`config.mk`:
```
export PLATFORM = sky130hd
export DESIGN_NAME = uart_byte_ctrl
export DESIGN_NICKNAME = d
export VERILOG_FILES = /design/src/rtl/uart_byte_ctrl.sv
export SDC_FILE = /design/constraint.sdc
export NUM_CORES = 1
export LEC_CHECK = 0
export CAP_MARGIN = 20
export CORE_MARGIN = 2
export CORE_UTILIZATION = 35
export DETAILED_ROUTE_END_ITERATION = 10
export HOLD_SLACK_MARGIN = 0.08
export SLEW_MARGIN = 20
export SYNTH_ARGS = -nofsm -noshare
export SYNTH_HDL_FRONTEND = slang
export SYNTH_SLANG_ARGS = --single-unit
```
`constraint.sdc`:
```
create_clock -name clk -period 2.55 [get_ports clk]
set_input_delay 0.3825 -clock clk [delete_from_list [all_inputs] [get_ports clk]]
set_output_delay 0.3825 -clock clk [all_outputs]
set_load 0.005 [all_outputs]
```
`src/rtl/uart_byte_ctrl.sv`:
```
// Byte-level UART controller: sequences TX handshake and buffers RX bytes in a FIFO for the core.
// Define UART_BYTE_CTRL_OVFCNT_EN to enable the saturating dropped-byte counter on ovf_cnt.
module uart_byte_ctrl #(
  parameter int RXDEPTH_LOG2 = 4
) (
  input  logic                    clk,
  input  logic                    rstn,
  input  logic                    go,
  input  logic                    send,
  input  logic [7:0]              wdata,
  output logic [7:0]              rdata,
  output logic                    done,
  output logic                    busy,
  output logic                    tx_start,
  output logic [7:0]              tx_byte,
  input  logic                    tx_busy,
  input  logic                    rx_valid,
  input  logic [7:0]              rx_byte,
  output logic [RXDEPTH_LOG2:0]   rx_count,
  output logic                    ovf,
  output logic [7:0]              ovf_cnt
);

  localparam int DEPTH = 1 << RXDEPTH_LOG2;

  typedef enum logic [2:0] {
    S_IDLE,
    S_TX_WAIT,
    S_TX_START,
    S_TX_ACK,
    S_TX_RUN,
    S_RX_WAIT,
    S_DONE
  } state_t;

  state_t                  state_q;
  logic [7:0]              rdata_q;
  logic [7:0]              tx_byte_q;
  logic                    done_q;
  logic                    tx_start_q;
  logic                    busy_q;

  logic                    tx_busy_q;
  logic                    rx_valid_q;
  logic [7:0]              rx_byte_q;

  logic [7:0]              mem_q [DEPTH];
  logic [RXDEPTH_LOG2-1:0] wr_ptr_q;
  logic [RXDEPTH_LOG2-1:0] rd_ptr_q;
  logic [RXDEPTH_LOG2:0]   count_q;
  logic [RXDEPTH_LOG2:0]   count_d;
  logic                    ovf_q;

  logic                    full;
  logic                    pop;
  logic                    push;
  logic                    drop;

  assign full = (count_q == (RXDEPTH_LOG2 + 1)'(DEPTH));
  assign pop  = (state_q == S_RX_WAIT) && (count_q != '0);
  // A full FIFO still accepts a byte when the head leaves in the same cycle.
  assign push = rx_valid_q && (!full || pop);
  assign drop = rx_valid_q && full && !pop;

  always_comb begin
    count_d = count_q;
    if (push && !pop) begin
      count_d = count_q + 1'b1;
    end else if (pop && !push) begin
      count_d = count_q - 1'b1;
    end
  end

  // Transmitter and receiver strobes are registered at the boundary before use.
  always_ff @(posedge clk) begin
    if (!rstn) begin
      tx_busy_q  <= 1'b0;
      rx_valid_q <= 1'b0;
      rx_byte_q  <= '0;
    end else begin
      tx_busy_q  <= tx_busy;
      rx_valid_q <= rx_valid;
      rx_byte_q  <= rx_byte;
    end
  end

  always_ff @(posedge clk) begin
    if (!rstn) begin
      wr_ptr_q <= '0;
      rd_ptr_q <= '0;
      count_q  <= '0;
      ovf_q    <= 1'b0;
    end else begin
      if (push) wr_ptr_q <= wr_ptr_q + 1'b1;
      if (pop)  rd_ptr_q <= rd_ptr_q + 1'b1;
      count_q <= count_d;
      if (drop) ovf_q <= 1'b1;
    end
  end

  always_ff @(posedge clk) begin
    if (push) mem_q[wr_ptr_q] <= rx_byte_q;
  end

  always_ff @(posedge clk) begin
    if (!rstn) begin
      state_q    <= S_IDLE;
      rdata_q    <= '0;
      tx_byte_q  <= '0;
      done_q     <= 1'b0;
      tx_start_q <= 1'b0;
      busy_q     <= 1'b0;
    end else begin
      done_q     <= 1'b0;
      tx_start_q <= 1'b0;
      unique case (state_q)
        S_IDLE: begin
          if (go) begin
            busy_q <= 1'b1;
            if (send) begin
              tx_byte_q <= wdata;
              state_q   <= S_TX_WAIT;
            end else begin
              state_q   <= S_RX_WAIT;
            end
          end
        end
        S_TX_WAIT: begin
          if (!tx_busy_q) begin
            tx_start_q <= 1'b1;
            state_q    <= S_TX_START;
          end
        end
        S_TX_START: state_q <= S_TX_ACK;
        S_TX_ACK: begin
          if (tx_busy_q) state_q <= S_TX_RUN;
        end
        S_TX_RUN: begin
          if (!tx_busy_q) begin
            done_q  <= 1'b1;
            state_q <= S_DONE;
          end
        end
        S_RX_WAIT: begin
          if (pop) begin
            rdata_q <= mem_q[rd_ptr_q];
            done_q  <= 1'b1;
            state_q <= S_DONE;
          end
        end
        S_DONE: begin
          busy_q  <= 1'b0;
          state_q <= S_IDLE;
        end
        default: begin
          busy_q  <= 1'b0;
          state_q <= S_IDLE;
        end
      endcase
    end
  end

`ifdef UART_BYTE_CTRL_OVFCNT_EN
  logic [7:0] ovf_cnt_q;

  always_ff @(posedge clk) begin
    if (!rstn) begin
      ovf_cnt_q <= '0;
    end else if (drop && (ovf_cnt_q != 8'hFF)) begin
      ovf_cnt_q <= ovf_cnt_q + 1'b1;
    end
  end

  assign ovf_cnt = ovf_cnt_q;
`else
  assign ovf_cnt = 8'h00;
`endif

  assign rdata    = rdata_q;
  assign done     = done_q;
  assign busy     = busy_q;
  assign tx_start = tx_start_q;
  assign tx_byte  = tx_byte_q;
  assign rx_count = count_q;
  assign ovf      = ovf_q;

endmodule

```
### Floorplan with the power grid

Pins as bars on the die edge. Tap cells in grey.
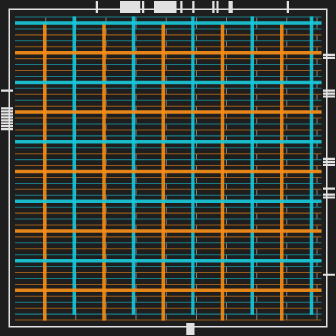
| net | colour |
|---|---|
| VSS | orange |
| VDD | cyan |
met4 straps: 10
met1 rails: 52
met5 straps: 10
tap cells: 265

### Cell classes on the final placement

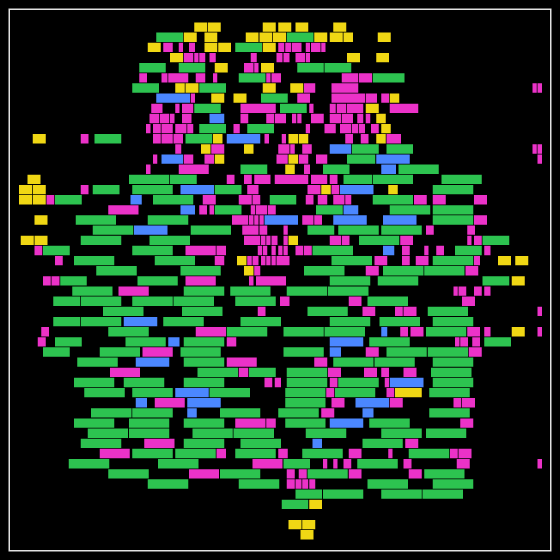
| class | colour | cells | share of their area |
|---|---|---|---|
| clock drivers and dummy loads | blue | 32 | 7.2% |
| remaining logic cells | magenta | 258 | 26% |
| remaining buffers and delay cells | yellow | 66 | 7.7% |
| registers | green | 174 | 59% |
finished layout cell area: 0.00837 sq mm
register fraction of the total cell area: 57.0%

==> flow_summary.toml <==
# synthesis and place-and-route metrics
[final_timing]
setup_slack_ps = 105
timing_max_transition_violations_final = 0
timing.clock.skew_ps = 15.5

[synth]
flop_cell = "edfxtp_1"
post_synth_fa_ha_maj_area_fraction_pct = 1.92
postSynthCellCount = 460
post_synth_main_area_contributors = "edfxtp_1 56%, dfxtp_1 13%, mux2i_1 5.5%"
postSynthAreaPerCell_sq_um = 15.1
post_synth_and_or_nand_nor_area_fraction_pct = 7.75
synth.yosys.seq_area_share_pct = 68.8
synth_largest_type_area_fraction_pct = 55.5

[clock_tree]
cts_tree = "built"
clk-insertion-delay-late_ps = 430
cts-root-buf = "clkbuf_16"
post_cts_hold_buffer_count = 0
cts.path.max_buffers = 2

[setup_path]
r2r-end = "rx_count[4]"
critPathKind = "flip-flop to flip-flop"
r2r-start = "rx_count[1]"
setup.reg_to_reg.worst_slack_ps = 100
critical-path-slowest-cell = "or4_4"
kind_of_capture_point_of_the_worst_setup_path = "flip-flop"
worst-endpoint-required_ps = 2900

[drt]
post_drt_wl_per_cell_um = 17.3
detail-route-antenna-nets = 0

[power_and_ir_drop]
share_comb_of_total_power_pct = 8.8
ir_worst_vdd_mv = 0.544
seq_power_share_pct = 51.2

[grt]
globalRoute.totalOverflow = 0
maximum_number_of_pins_on_one_net_before_global_route_repair = 51

[layout]
antenna_cells = 0
final_util_pct = 43.0

[outcome]
outcome = "finished clean"

[die]
chipWidth_um = 145

[hold_path]
hp-class = "flip-flop to flip-flop"

[placed_design]
globalplace.congestion = 0.794
### Routed clock nets over the placement

Bar = 50 um.
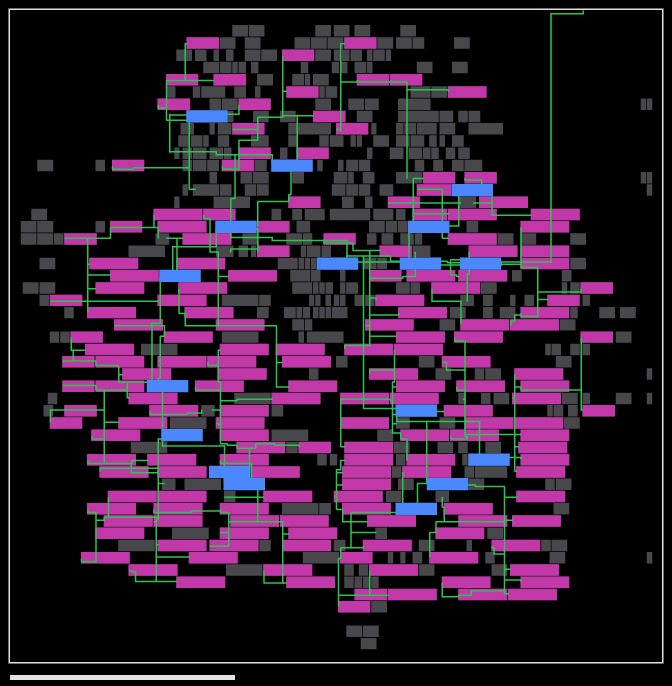
[clock-net drivers] blue | count: 17
[clock wires] green | length: 1,930 um
[flip-flops] magenta | count: 174
routed clock nets: 18

### Metal layers overlaid

Bar = 50 um.
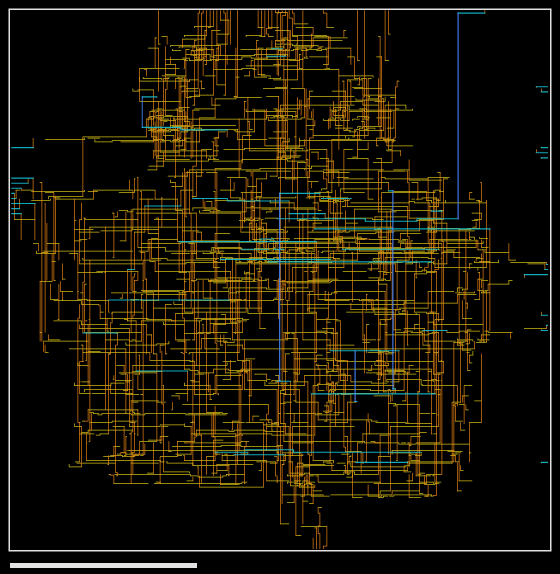
| layer | colour | wire length |
|---|---|---|
| M3 | cyan | 615 um |
| M1 | yellow | 6,230 um |
| M2 | orange | 6,710 um |
| M4 | blue | 180 um |

==> metrics by stage <==
step | power [mW] | hold slack [ps] | instances
after floorplan | 3.54 | 460 | 467
after global placement | 3.75 | 455 | 763
after detailed placement | 3.78 | 460 | 763
after CTS | 6.24 | 469 | 795
after global routing | 6.43 | 485 | 795
final | 6.20 | 467 | 795
==> routing by layer <==
metal / vias up / track usage (%) / wire, um
met5: - / 0 / 0
met4: 0 / 5.93 / 180
met3: 10 / 2.63 / 614
met2: 93 / 22.6 / 6710
met1: 1918 / 18.8 / 6230
li1: 1842 / - / -
==> how the worst min path moves through the flow <==
| stage | end | slack [ps] |
|---|---|---|
| 6_report | tx_byte[6] | 470 |
| 5_1_grt | tx_byte[1] | 480 |
| 4_1_cts | tx_byte[5] | 470 |
| 3_5_place_dp | tx_byte[5] | 460 |
| 3_3_place_gp | tx_byte[2] | 460 |
| 2_1_floorplan | tx_byte[4] | 460 |
==> registers in the layout (all words and copies together), names as in the netlist, 3 cells and up <==
signal and flops:
mem_q 128, rd_ptr_q 4, rx_count 5, wr_ptr_q 4
tx_byte 8, rx_byte_q 8, state_q 3, rdata 8
==> placed cells by master (no fill, tap or decap), types with 4 or more instances in the layout <==
cell / instances
dfxtp_1: 43
nand3_1: 12
buf_4: 19
inv_8: 4
nor2_1: 24
nand2_1: 20
mux2i_1: 38
xnor2_1: 7
mux4_2: 16
inv_6: 4
edfxtp_1: 128
o22ai_1: 16
a22oi_1: 8
ha_1: 7
clkdlybuf4s50_1: 46
and2_1: 16
nor2b_1: 9
conb_1: 8
inv_1: 5
clkbuf_16: 17
a21boi_0: 8
nand2b_1: 4
o21ai_0: 11
a31oi_1: 8
==> power by group through the flow <==
stage	Clock [mW]	Combinational, mW	Sequential [mW]
3_3_place_gp	0	0.524	3.23
5_1_grt	2.65	0.603	3.18
4_1_cts	2.52	0.545	3.17
2_1_floorplan	0	0.309	3.23
6_report	2.48	0.547	3.17
3_5_place_dp	0	0.542	3.23
==> area by class of cell <==
type / count / area, sq um
tap: 265 / 332
inverter: 6 / 27.5
sequential: 174 / 4770
timing repair buffer: 66 / 623
clock inverter: 15 / 150
fill: 1734 / 11100
multi-input combinational: 252 / 2040
clock buffer: 17 / 425
==> critical path: cells and delay by family, from the launching register on <==
| kind | cells | cell delay [ps] |
|---|---|---|
| muxes | 2 | 430 |
| adders and majority gates | 2 | 390 |
| DFF | 1 | 360 |
| buffers and inverters | 1 | 70 |
| AOI/OAI and AO/OA | 3 | 610 |
| and+or+nand+nor | 1 | 520 |
==> logic make-up after synthesis <==
logic type                 after synthesis
AOI/OAI and AO/OA                       69
other                                    1
and+or+nand+nor                        102
adders and majority gates               10
muxes                                   54
DFF                                    174
xor gates and xnor gates                 9
buffers and inverters                   41
Power figures rest on the tool's default switching activity, not on a simulated workload.
